==> run_1/clk_routes.png <==
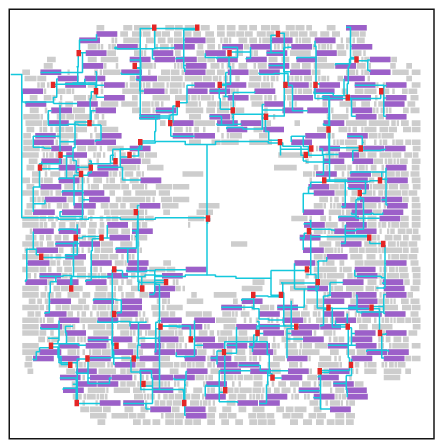
==> run_1/logic_types.png <==
Scale bar: 50 um.
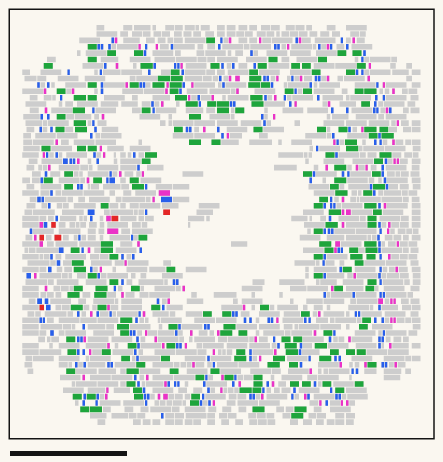
==> run_1/metal_density.png <==
The die is cut into 36 by 37 equal tiles; black is low, pale yellow is high, scaled to the fullest tile. Values are wire area over tile area, all layers added.
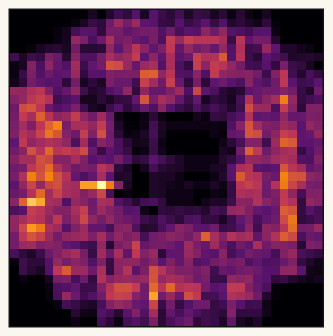
File: src/rtl/aes_pkg.sv
`default_nettype none
// ============================================================================
// Module   : aes_pkg
// Brief    : Shared AES state types, occupancy encoding and byte-index helper.
// Revision : 1.0
// ============================================================================
package aes_pkg;

    typedef logic [127:0] aes_state_t;

    typedef enum logic [1:0] {
        EMPTY = 2'd0,
        ONE   = 2'd1,
        TWO   = 2'd2
    } occ_state_t;

    localparam int AES_NB = 4;

    // Column-major AES state layout: byte k holds row k%4, column k/4.
    function automatic int byte_idx(input int row, input int col);
        return 4 * col + row;
    endfunction

endpackage
`default_nettype wire

File: src/rtl/inv_shift_rows_comb.sv
`default_nettype none
// ============================================================================
// Module   : inv_shift_rows_comb
// Brief    : Combinational AES row rotation; dir=0 inverse, dir=1 forward.
// Revision : 1.0
// ============================================================================
module inv_shift_rows_comb
    import aes_pkg::*;
(
    input  logic       dir,
    input  aes_state_t data_in,
    output aes_state_t data_out
);

    aes_state_t w_inv;
    aes_state_t w_fwd;

    for (genvar c = 0; c < AES_NB; c++) begin : g_col
        for (genvar r = 0; r < AES_NB; r++) begin : g_row
            localparam int C_DST     = byte_idx(r, c);
            localparam int C_SRC_INV = byte_idx(r, (c - r + AES_NB) % AES_NB);
            localparam int C_SRC_FWD = byte_idx(r, (c + r) % AES_NB);

            assign w_inv[8*C_DST +: 8] = data_in[8*C_SRC_INV +: 8];
            assign w_fwd[8*C_DST +: 8] = data_in[8*C_SRC_FWD +: 8];
        end
    end

    assign data_out = dir ? w_fwd : w_inv;

endmodule
`default_nettype wire

File: src/rtl/inv_shift_rows_stage.sv
`default_nettype none
// ============================================================================
// Module   : inv_shift_rows_stage
// Brief    : Registered valid/ready AES InvShiftRows stage with a skid register.
//            Define SHIFTROWS_DIR_SEL_EN to add a per-beat in_dir (1 = forward).
// Revision : 1.0
// ============================================================================
module inv_shift_rows_stage
    import aes_pkg::*;
#(
    parameter int CNT_W = 16
) (
    input  logic             clk,
    input  logic             n_rst,
    input  logic             in_valid,
    output logic             in_ready,
    input  logic [127:0]     in_data,
`ifdef SHIFTROWS_DIR_SEL_EN
    input  logic             in_dir,
`endif
    output logic             out_valid,
    input  logic             out_ready,
    output logic [127:0]     out_data,
    output logic [CNT_W-1:0] blk_cnt
);

    occ_state_t       state_q, state_d;
    aes_state_t       out_q,   out_d;
    aes_state_t       skid_q,  skid_d;
    logic [CNT_W-1:0] cnt_q,   cnt_d;
    logic             in_ready_q;

    logic             w_dir;
    aes_state_t       w_xf;
    logic             w_accept;
    logic             w_drain;

`ifdef SHIFTROWS_DIR_SEL_EN
    assign w_dir = in_dir;
`else
    assign w_dir = 1'b0;
`endif

    // Transform at capture so both holding registers carry finished data.
    inv_shift_rows_comb u_perm (
        .dir      (w_dir),
        .data_in  (in_data),
        .data_out (w_xf)
    );

    assign w_accept = in_valid & in_ready_q;
    assign w_drain  = out_valid & out_ready;

    always_comb begin
        state_d = state_q;
        out_d   = out_q;
        skid_d  = skid_q;
        cnt_d   = cnt_q;

        if (w_drain) begin
            cnt_d = cnt_q + {{(CNT_W-1){1'b0}}, 1'b1};
        end

        unique case (state_q)
            EMPTY: begin
                if (w_accept) begin
                    state_d = ONE;
                    out_d   = w_xf;
                end
            end
            ONE: begin
                if (w_accept && w_drain) begin
                    out_d = w_xf;
                end else if (w_accept) begin
                    state_d = TWO;
                    skid_d  = w_xf;
                end else if (w_drain) begin
                    state_d = EMPTY;
                end
            end
            TWO: begin
                if (w_drain) begin
                    state_d = ONE;
                    out_d   = skid_q;
                end
            end
            default: begin
                state_d = EMPTY;
            end
        endcase
    end

    always_ff @(posedge clk or negedge n_rst) begin
        if (!n_rst) begin
            state_q    <= EMPTY;
            out_q      <= '0;
            skid_q     <= '0;
            cnt_q      <= '0;
            in_ready_q <= 1'b0;
        end else begin
            state_q    <= state_d;
            out_q      <= out_d;
            skid_q     <= skid_d;
            cnt_q      <= cnt_d;
            in_ready_q <= (state_d != TWO);
        end
    end

    assign in_ready  = in_ready_q;
    assign out_valid = (state_q != EMPTY);
    assign out_data  = out_q;
    assign blk_cnt   = cnt_q;

endmodule
`default_nettype wire

File: config.mk
export PLATFORM = sky130hd
export DESIGN_NAME = inv_shift_rows_stage
export DESIGN_NICKNAME = d
export VERILOG_FILES = /design/src/rtl/aes_pkg.sv /design/src/rtl/inv_shift_rows_comb.sv /design/src/rtl/inv_shift_rows_stage.sv
export SDC_FILE = /design/constraint.sdc
export NUM_CORES = 1
export LEC_CHECK = 0
export CAP_MARGIN = 0
export CORE_AREA = 5 5 176 178
export CTS_BUF_LIST = sky130_fd_sc_hd__clkbuf_2
export DETAILED_ROUTE_END_ITERATION = 6
export DIE_AREA = 0 0 181 183
export PLACE_DENSITY = 0.71
export SYNTH_ARGS = -nofsm -noshare
export SYNTH_HDL_FRONTEND = slang
export SYNTH_HIERARCHICAL = 1
export SYNTH_SLANG_ARGS = --single-unit
File: constraint.sdc
create_clock -name clk -period 1.8 [get_ports clk]
set_input_delay 0.54 -clock clk [delete_from_list [all_inputs] [get_ports clk]]
set_output_delay 0.54 -clock clk [all_outputs]
set_load 0.05 [all_outputs]
==> out/README.md, run 1 <==
| Parameter | Value | Unit |
|---|---|---|
| Worst Slack Setup Final | -0.461 | ns |
| Via count of the first global-routing pass | 10100 | - |
| Floorplan Core Area | 0.0292 | sq mm |
| Most Used Layer, Global Route | met2 | - |
| Post-layout net count | 1693 | - |
| Vias per cell | 5.14 | - |
| Fin. Hold Viols | 0 | - |
| Internal power | 0.0197 | W |
| Pin count of the biggest net entering global routing | 83 | - |
| Worst reg-to-reg setup slack | -0.16 | ns |
| # clock sinks | 275 | - |
| Area enclosed by the die boundary | 0.0331 | sq mm |
| Switching Power | 0.0145 | W |
| Input/output buffers | 277 | - |
| Ports placed on the boundary | 278 | - |
| Clock-pin slew of the registers on the worst-case setup and hold paths | 0.11 | ns |
| Setup-violating endpoint count in the final report | 267 | - |
| Fraction of synthesized cell area taken by the top area cell type | 53.2 | % |
| Detailed-placement wirelength estimate | 21.1 | mm |
| Synth area leader | dfrtp_1 | - |
| Failing checks | setup timing | - |
| Worst-path maximum fanout | 3 | - |
| Clock tree from TritonCTS | yes | - |
| Worst-path cell with the longest stage delay | dfrtp_1 | - |
| Top FF cell, synth | dfrtp_1 | - |
| Status | finished with violations | - |
-- clk_routes.png (at the start) --
legend:
  cyan:
    item: clock wires
    length: 3910 um
  red:
    item: clock drivers
    count: 72
  purple:
    item: flip-flops
    count: 275
routed clock nets: 73

-- logic_types.png (at the start) --
legend:
  green:
    family: multiplexers
    cells: 193
    where: spread over the die
  red:
    family: AND and OR gates
    cells: 6
    where: left middle
  magenta:
    family: NOR gates
    cells: 136
    where: spread over the die
  blue:
    family: NAND gates
    cells: 279
    where: spread over the die
Comb/total area: 28.7%
number of standard cells in the layout, taps in and fillers out: 1994

-- metal_density.png (at the start) --
nearly empty tiles: 12%
fullest tile: 0.71
mean over tiles: 0.18
total wire length: 36.8 mm
total global-route track usage: 19.0%
wire length per cell after detailed routing: 18.5 um
total via count after detailed routing: 10300

## run 1: power by group through the flow
| stage | Sequential [W] | Clock [W] | Combinational [W] |
|---|---|---|---|
| 6_report | 0.0112 | 0.00447 | 0.0185 |
| 5_1_grt | 0.0115 | 0.00498 | 0.0194 |
| 4_1_cts | 0.0111 | 0.00463 | 0.0161 |
| 3_5_place_dp | 0.0111 | 0 | 0.0146 |
| 3_3_place_gp | 0.0110 | 0 | 0.0143 |
| 2_1_floorplan | 0.0157 | 0 | 0.00454 |
## run 1: path summary, 6_finish.rpt
kind / endpoint / start / cells after the start
min: skid_q[85] / n_rst / 2
max reg2reg: out_data[66] / state_q[0] / 10
max in group asynchronous: out_data[96] / n_rst / 3
min reg2reg: out_data[15] / skid_q[15] / 2
max: out_valid / state_q[1] / 3
min in group clk: out_data[16] / in_data[80] / 3
## run 1: per-layer routing
layer / vias up / share of wire, % / routed length [um]
met5: - / 0.054 / 20
met2: 349 / 49 / 18200
met1: 5077 / 40 / 14900
li1: 4766 / - / -
met3: 61 / 8.1 / 2980
met4: 2 / 2.0 / 723
## run 1: flip-flops by register name (all words and copies together) (netlist names)
signal / cells
blk_cnt: 16
state_q: 2
in_ready: 1
out_data: 128
skid_q: 128
## run 1: logic make-up after synthesis
group	count (synthesis)	share of synthesized area, %
compound gates	134	6.54
xor+xnor	15	1.02
fa+ha+maj	1	0.0968
buf+inv	143	7.84
flops	275	53.2
mux	193	18.5
other cells	1	0.0290
simple gates	421	12.7
## run 1: cell usage in the layout, fill, tap and decap left out, types with 2 or more instances in the layout
| cell | count |
|---|---|
| a31oi_1 | 105 |
| a31oi_2 | 5 |
| a31oi_4 | 18 |
| and3_1 | 2 |
| buf_12 | 56 |
| buf_16 | 6 |
| buf_4 | 102 |
| buf_6 | 123 |
| buf_8 | 7 |
| bufinv_16 | 3 |
| clkbuf_16 | 20 |
| clkbuf_2 | 107 |
| clkdlybuf4s50_1 | 130 |
| clkinv_1 | 5 |
| dfrtp_1 | 261 |
| dfrtp_2 | 14 |
| mux2_2 | 129 |
| mux2_4 | 63 |
| nand2_1 | 265 |
| nand3_1 | 6 |
| nand4_1 | 5 |
| nor2_1 | 126 |
| nor2_2 | 6 |
| nor2b_4 | 2 |
| nor3_1 | 2 |
| xnor2_1 | 12 |
| xor2_1 | 3 |
## run 1: metrics by stage
step	utilization, %	setup slack (ns)	total power (W)
final	64.3	-0.461	0.0342
after global routing	64.3	-0.615	0.0359
after CTS	59.5	-0.583	0.0319
after detailed placement	54.4	-0.526	0.0257
after global placement	54.4	-0.490	0.0253
after floorplan	-	0.0799	0.0202
## run 1: final cells by class
| class | count | area [sq um] |
|---|---|---|
| fillers | 2178 | 10500 |
| flip-flops and latches | 275 | 6900 |
| multi-input cells | 765 | 5390 |
| repair buffers | 445 | 5350 |
| clock buffers | 107 | 536 |
| well taps | 390 | 488 |
| clock inverters | 10 | 120 |
| inverters | 1 | 3.75 |
| diodes | 1 | 2.50 |
## run 1: repair_timing
action	4_1_cts	5_1_grt
hold endpoints to repair	214	0
endpoints found under the setup margin	146	206
pin swaps	0	2
resized	129	79
setup buffers	50	40
gates cloned	0	24
hold buffers	1	0
## Run 2: what changed since run 1
--- a/config.mk
+++ b/config.mk
@@ -10,6 +10,7 @@
 export CTS_BUF_LIST = sky130_fd_sc_hd__clkbuf_2
 export DETAILED_ROUTE_END_ITERATION = 6
 export DIE_AREA = 0 0 181 183
+export HOLD_SLACK_MARGIN = 0.12
 export PLACE_DENSITY = 0.71
 export SYNTH_ARGS = -nofsm -noshare
 export SYNTH_HDL_FRONTEND = slang
==> run_2/detail.png <==
Scale bar: 10 um. Window x 78 to 103, y 42 to 67 um. Cells in gray, sequential cells in the stronger gray; small squares are vias.
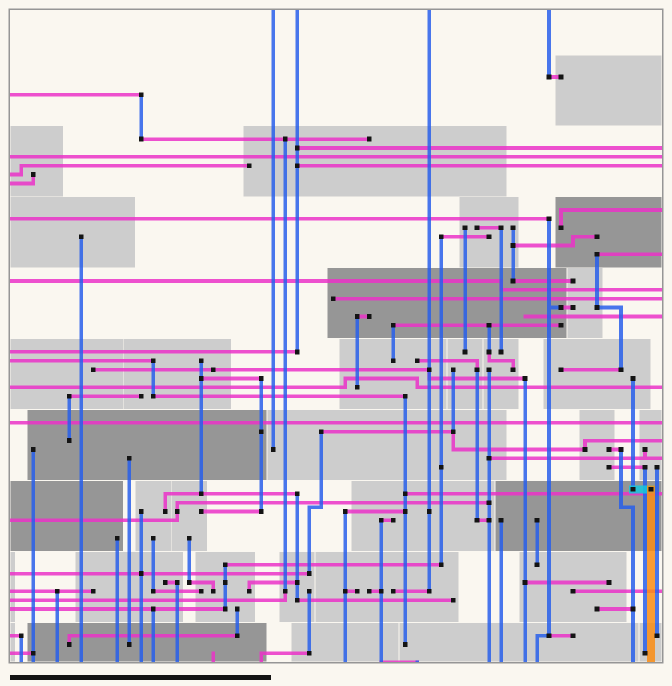
legend:
  magenta:
    layer: metal 1
  orange:
    layer: metal 4
  blue:
    layer: metal 2
  cyan:
    layer: metal 3
cells with their middle in the window: 28
netlist names of flops here include: skid_q (3), out_data (1)
sequential cells in the window: 4
most frequent: nand2_1 (6), dfrtp_1 (4)

==> run_2/placement.png <==
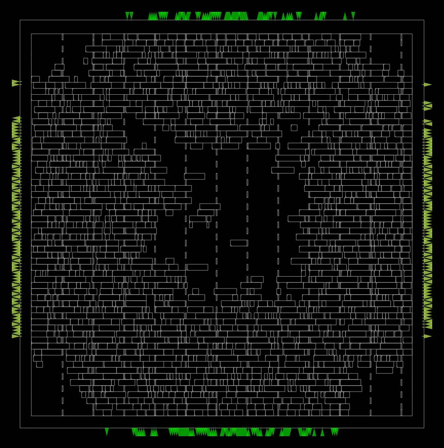
std cell rows: 63
fin util: 64.3%
n_taps: 390
FFs & Latches: 275

==> run 2 against run 1 <==
The flow still finishes with violations (setup timing). Global-route usage stayed put. Synthesized area stayed put. Count of clock-buffer cells in the layout stayed put. Setup slack stayed put. Core utilization stayed put. Clock skew stayed put. Synthesized cell count stayed put. Die area stayed put. Sequential share of layout area stayed put. Critical path depth stayed put. Critical path type unchanged.
==> out/README.md, run 2 <==
| Parameter | Value | Unit | vs previous |
|---|---|---|---|
| Status | finished with violations | - |  |
| Failing checks | setup timing | - |  |
| Clock-pin slew of the registers on the worst-case setup and hold paths | 0.11 | ns | about the same |
| Total wire length | 36.8 | mm | unchanged |
| Setup-violating endpoint count in the final report | 267 | - | unchanged |
| Clock tree from TritonCTS | yes | - |  |
| Detailed-placement wirelength estimate | 21.1 | mm | unchanged |
| Post-layout net count | 1693 | - | unchanged |
| Vias per cell | 5.14 | - | unchanged |
| Area enclosed by the die boundary | 0.0331 | sq mm | unchanged |
| Ports placed on the boundary | 278 | - | unchanged |
| Fraction of synthesized cell area taken by the top area cell type | 53.2 | % | unchanged |
| # clock sinks | 275 | - | unchanged |
| Fillcell total | 2178 | - | unchanged |
| Commonest cells after routing, fill and taps aside | nand2_1, dfrtp_1, clkdlybuf4s50_1, mux2_2, nor2_1 | - |  |
| Worst Slack Setup Final | -0.461 | ns | unchanged |
| GP Congestion | 0.823 | - |  |
| Most instantiated logic cell after routing | nand2_1 | - |  |
| MI comb area | 0.00539 | sq mm | unchanged |
| Residual antenna-violating net count after detailed routing | 0 | - |  |
| Total via count after detailed routing | 10300 | - | unchanged |
| Top FF cell, synth | dfrtp_1 | - |  |
| Top cell type by instance count after synthesis | dfrtp_1 | - |  |
| Flip-flop and latch area | 0.00690 | sq mm | unchanged |
| Wire length per cell after detailed routing | 18.5 | um | unchanged |
| Total global-route track usage | 19.0 | % | unchanged |
| Area growth, synth to finish | 45.4 | % |  |
| FP Util | 44.2 | % |  |
| Floorplan Core Area | 0.0292 | sq mm | unchanged |
| Tool Warnings | 28 | - |  |
| Worst-path maximum fanout | 3 | - | unchanged |
| Synth area leader | dfrtp_1 | - |  |
| Data required time at the worst endpoint | 1.26 | ns |  |
| Yosys warning total | 6 | - |  |
| Worst-path cell with the longest stage delay | dfrtp_1 | - |  |
| Type of the worst setup path | reg2out | - |  |
| Fin. Hold Viols | 0 | - | unchanged |
| Overall power consumption | 0.0342 | W | unchanged |
| Pre-CTS worst setup slack | -0.526 | ns | unchanged |
| Overflow after GRT | 0 | - |  |
| Post-Syn Area per Cell | 10.9 | sq um |  |
| Input/output buffers | 277 | - | unchanged |
| Syn Nets | 1316 | - |  |
| Biggest cell delay along the critical path | 0.41 | ns |  |
| Via count of the first global-routing pass | 10100 | - | unchanged |
| Number of different library cells in the post-synthesis netlist | 36 | - |  |
| Pin count of the biggest net entering global routing | 83 | - | unchanged |
-- run 2: cell counts after synthesis --
Identical to the previous run, type by type.
-- run 2: path summary, 6_finish.rpt --
path | slack, ns | startpoint | cells after the start | to
max in group asynchronous | 0.88 | n_rst | 3 | out_data[96]
worst max register to register | -0.16 | state_q[0] | 10 | out_data[66]
min in group clk | 0.32 | in_data[80] | 3 | out_data[16]
worst min-delay path | 0.26 | n_rst | 2 | skid_q[85]
worst max-delay path | -0.46 | state_q[1] | 3 | out_valid
worst min register to register | 0.50 | skid_q[15] | 2 | out_data[15]
-- run 2: routing by layer --
layer / share of wire (%) / GRT usage [%] / up-vias
met3: 8.1 / 7.99 / 61
met1: 40 / 22.9 / 5077
met4: 2.0 / 6.33 / 2
met5: 0.054 / 0 / -
li1: - / - / 4766
met2: 49 / 31.0 / 349
-- run 2: final cells by class --
| cell class | instances | area share (%) |
|---|---|---|
| well taps | 390 | 2.60 |
| diodes | 1 | 0.0133 |
| multi-input cells | 765 | 28.7 |
| inverters | 1 | 0.0200 |
| repair buffers | 445 | 28.5 |
| clock buffers | 107 | 2.85 |
| clock inverters | 10 | 0.639 |
| flip-flops and latches | 275 | 36.7 |
-- run 2: stage by stage --
| stage | setup TNS [ns] | hold slack, ns | std cells | instance area, sq um |
|---|---|---|---|---|
| 2_1_floorplan | 0 | 0.244 | 1183 | 12900 |
| 3_3_place_gp | -115.40 | 0.488 | 1762 | 15900 |
| 3_5_place_dp | -118.50 | 0.491 | 1762 | 15900 |
| 4_1_cts | -33.05 | 0.153 | 1929 | 17400 |
| 5_1_grt | -53.02 | 0.187 | 1994 | 18800 |
| 6_report | -23.47 | 0.264 | 1994 | 18800 |
-- run 2: kinds of logic after synthesis --
logic type               after synthesis  share of synthesized area (%)
other                                  1                         0.0290
XOR/XNOR                              15                           1.02
multiplexers                         193                           18.5
flip-flops                           275                           53.2
adder cells (fa/ha/maj)                1                         0.0968
AND/OR/NAND/NOR                      421                           12.7
AND-OR/OR-AND                        134                           6.54
buffers and inverters                143                           7.84
-- run 2: what timing repair did --
item                       CTS  global route
setup endpoints to repair  146           206
gates cloned                 0            24
setup buffers               50            40
hold buffers                 1             0
hold endpoints to repair   275             0
pin swaps                    0             2
gates resized              129            79
-- run 2: power by group --
| part | internal, W | switching (W) |
|---|---|---|
| clock network | 0.00198 | 0.00250 |
| logic | 0.00858 | 0.00991 |
| registers | 0.00913 | 0.00208 |
## Run 3: what changed since run 2
--- a/config.mk
+++ b/config.mk
@@ -8,6 +8,7 @@
 export CAP_MARGIN = 0
 export CORE_AREA = 5 5 176 178
 export CTS_BUF_LIST = sky130_fd_sc_hd__clkbuf_2
+export CTS_CLUSTER_DIAMETER = 80
 export DETAILED_ROUTE_END_ITERATION = 6
 export DIE_AREA = 0 0 181 183
 export HOLD_SLACK_MARGIN = 0.12
==> run_3/metal_density.png <==
The die is cut into 36 by 37 equal tiles; black is low, pale yellow is high, scaled to the fullest tile. Values are wire area over tile area, all layers added.
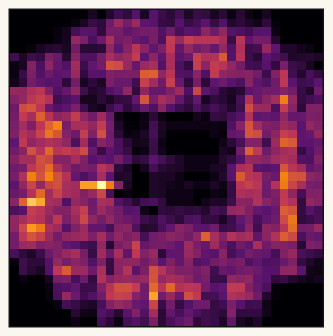
mean over tiles: 0.18
nearly empty tiles: 12%
emptiest ninth of the die: middle

==> run_3/placement.png <==
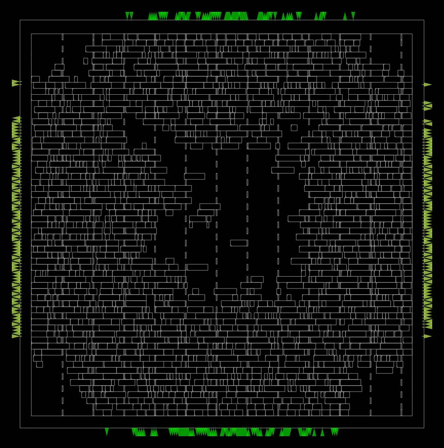
fillcell total: 2178
fraction of standard cell area that is sequential: 36.7%
Floorplan Core Area: 0.0292 sq mm

==> run 3 against run 2 <==
The run still ends with setup timing left. Die area did not move. Synthesized cell count did not move. First-iteration DRC count did not move. Sequential share of layout area did not move. Critical path depth did not move. Fmax did not move. Worst hold slack did not move. Via count did not move. Register-to-register slack barely moved. Setup slack did not move. Non-clock buffer count did not move. Critical path type unchanged.
==> out/README.md, run 3 <==
| Parameter | Value | Unit | vs previous |
|---|---|---|---|
| Pin count of the biggest net entering global routing | 83 | - | unchanged |
| Summed area of non-filler cells in the final layout | 0.0188 | sq mm | unchanged |
| FP Util | 44.2 | % | unchanged |
| Worst reg-to-reg setup slack | -0.16 | ns | about the same |
| Total global-route track usage | 19.0 | % | unchanged |
| Pre-CTS worst setup slack | -0.526 | ns | unchanged |
| Total wire length | 36.8 | mm | unchanged |
| Overall power consumption | 0.0342 | W | unchanged |
| Type of the worst setup path | reg2out | - |  |
| Number of different library cells in the post-synthesis netlist | 36 | - | unchanged |
| Status | finished with violations | - |  |
| Ports placed on the boundary | 278 | - | unchanged |
| Residual antenna-violating net count after detailed routing | 0 | - | unchanged |
| Placed standard-cell area | 0.0159 | sq mm | unchanged |
| Data required time at the worst endpoint | 1.26 | ns | about the same |
| Fraction of synthesized cell area taken by the top area cell type | 53.2 | % | unchanged |
| Overflow after GRT | 0 | - | unchanged |
| Fin. Hold Viols | 0 | - | unchanged |
| Most instantiated logic cell after routing | nand2_1 | - |  |
| Std cell rows | 63 | - | unchanged |
| Fin util | 64.3 | % | unchanged |
| Worst R2R End | out_data[66] | - |  |
| Clock-pin slew of the registers on the worst-case setup and hold paths | 0.11 | ns | about the same |
| Input/output buffers | 277 | - | unchanged |
| Clock tree from TritonCTS | yes | - |  |
| Post-layout net count | 1693 | - | unchanged |
| Tool Warnings | 28 | - | unchanged |
| Vias per cell | 5.14 | - | unchanged |
| Worst Slack Setup Final | -0.461 | ns | unchanged |
| Failing checks | setup timing | - |  |
| Synth area leader | dfrtp_1 | - |  |
| Wire length per cell after detailed routing | 18.5 | um | unchanged |
| Worst-path maximum fanout | 3 | - | unchanged |
| Detailed-placement wirelength estimate | 21.1 | mm | unchanged |
| Post-Syn Area per Cell | 10.9 | sq um | unchanged |
| Prevailing logic family in the synthesized netlist | multiplexers | - |  |
| Yosys warning total | 6 | - | unchanged |
| Setup-violating endpoint count in the final report | 267 | - | unchanged |
| Area enclosed by the die boundary | 0.0331 | sq mm | unchanged |
| Area growth, synth to finish | 45.4 | % | unchanged |
| Simple-Gate Fraction of Synth Area | 12.7 | % | unchanged |
| Cell count of the worst reg-to-reg path | 10 | - | unchanged |
| Mux frac, synth | 18.5 | % | unchanged |
-- run 3: worst max-delay path by stage --
stage	end	depth (start not counted)
global placement	out_data[84]	8
global route	out_valid	3
floorplan	skid_q[100]	6
CTS	out_valid	3
detailed placement	out_data[45]	8
finish	out_valid	3
-- run 3: final cells by class --
cell class                 instances  area (sq um)
fill                            2178         10500
multi-input combinational        765          5390
clock buffer                     107           536
inverter                           1          3.75
tap                              390           488
antenna                            1          2.50
timing repair buffer             445          5350
clock inverter                    10           120
sequential                       275          6900
-- run 3: critical path, cell delays in order, from the launching register on --
cell,delay [ns]
dfrtp_1,0.41
buf_6,0.13
or2_4,0.25
buf_12,0.15
-- run 3: where the power goes --
part | internal (W) | switching (W)
logic | 0.00858 | 0.00991
registers | 0.00913 | 0.00208
clock network | 0.00198 | 0.00250
total | 0.0197 | 0.0145
-- run 3: logic make-up (layout without fill, tap and decap cells) --
kind of cell	after synthesis	after routing
and+or+nand+nor	421	421
buffers and inverters	143	563
xor gates and xnor gates	15	15
muxes	193	193
adders and majority gates	1	1
AOI/OAI and AO/OA	134	134
other	1	2
DFF	275	275
-- run 3: per-stage QoR --
step	TNS (ns)	hold WS, ns
finish	-23.47	0.264
global route	-53.02	0.187
CTS	-33.05	0.153
detailed placement	-118.50	0.491
global placement	-115.40	0.488
floorplan	0	0.244
-- run 3: repair_timing --
action,4_1_cts,5_1_grt
cloned,0,24
gates resized,129,79
setup buffers,50,40
hold buffers,1,0
pin swaps,0,2
hold endpoints to repair,275,0
endpoints found under the setup margin,146,206
-- run 3: routing by layer --
metal  vias up  routed length, um  global-route usage, %  part of all wire, %
met3        61               2980                   7.99                  8.1
met1      5077              14900                   22.9                   40
li1       4766                  -                      -                    -
met5         -                 20                      0                0.054
met2       349              18200                   31.0                   49
met4         2                723                   6.33                  2.0
Power figures rest on the tool's default switching activity, not on a simulated workload.
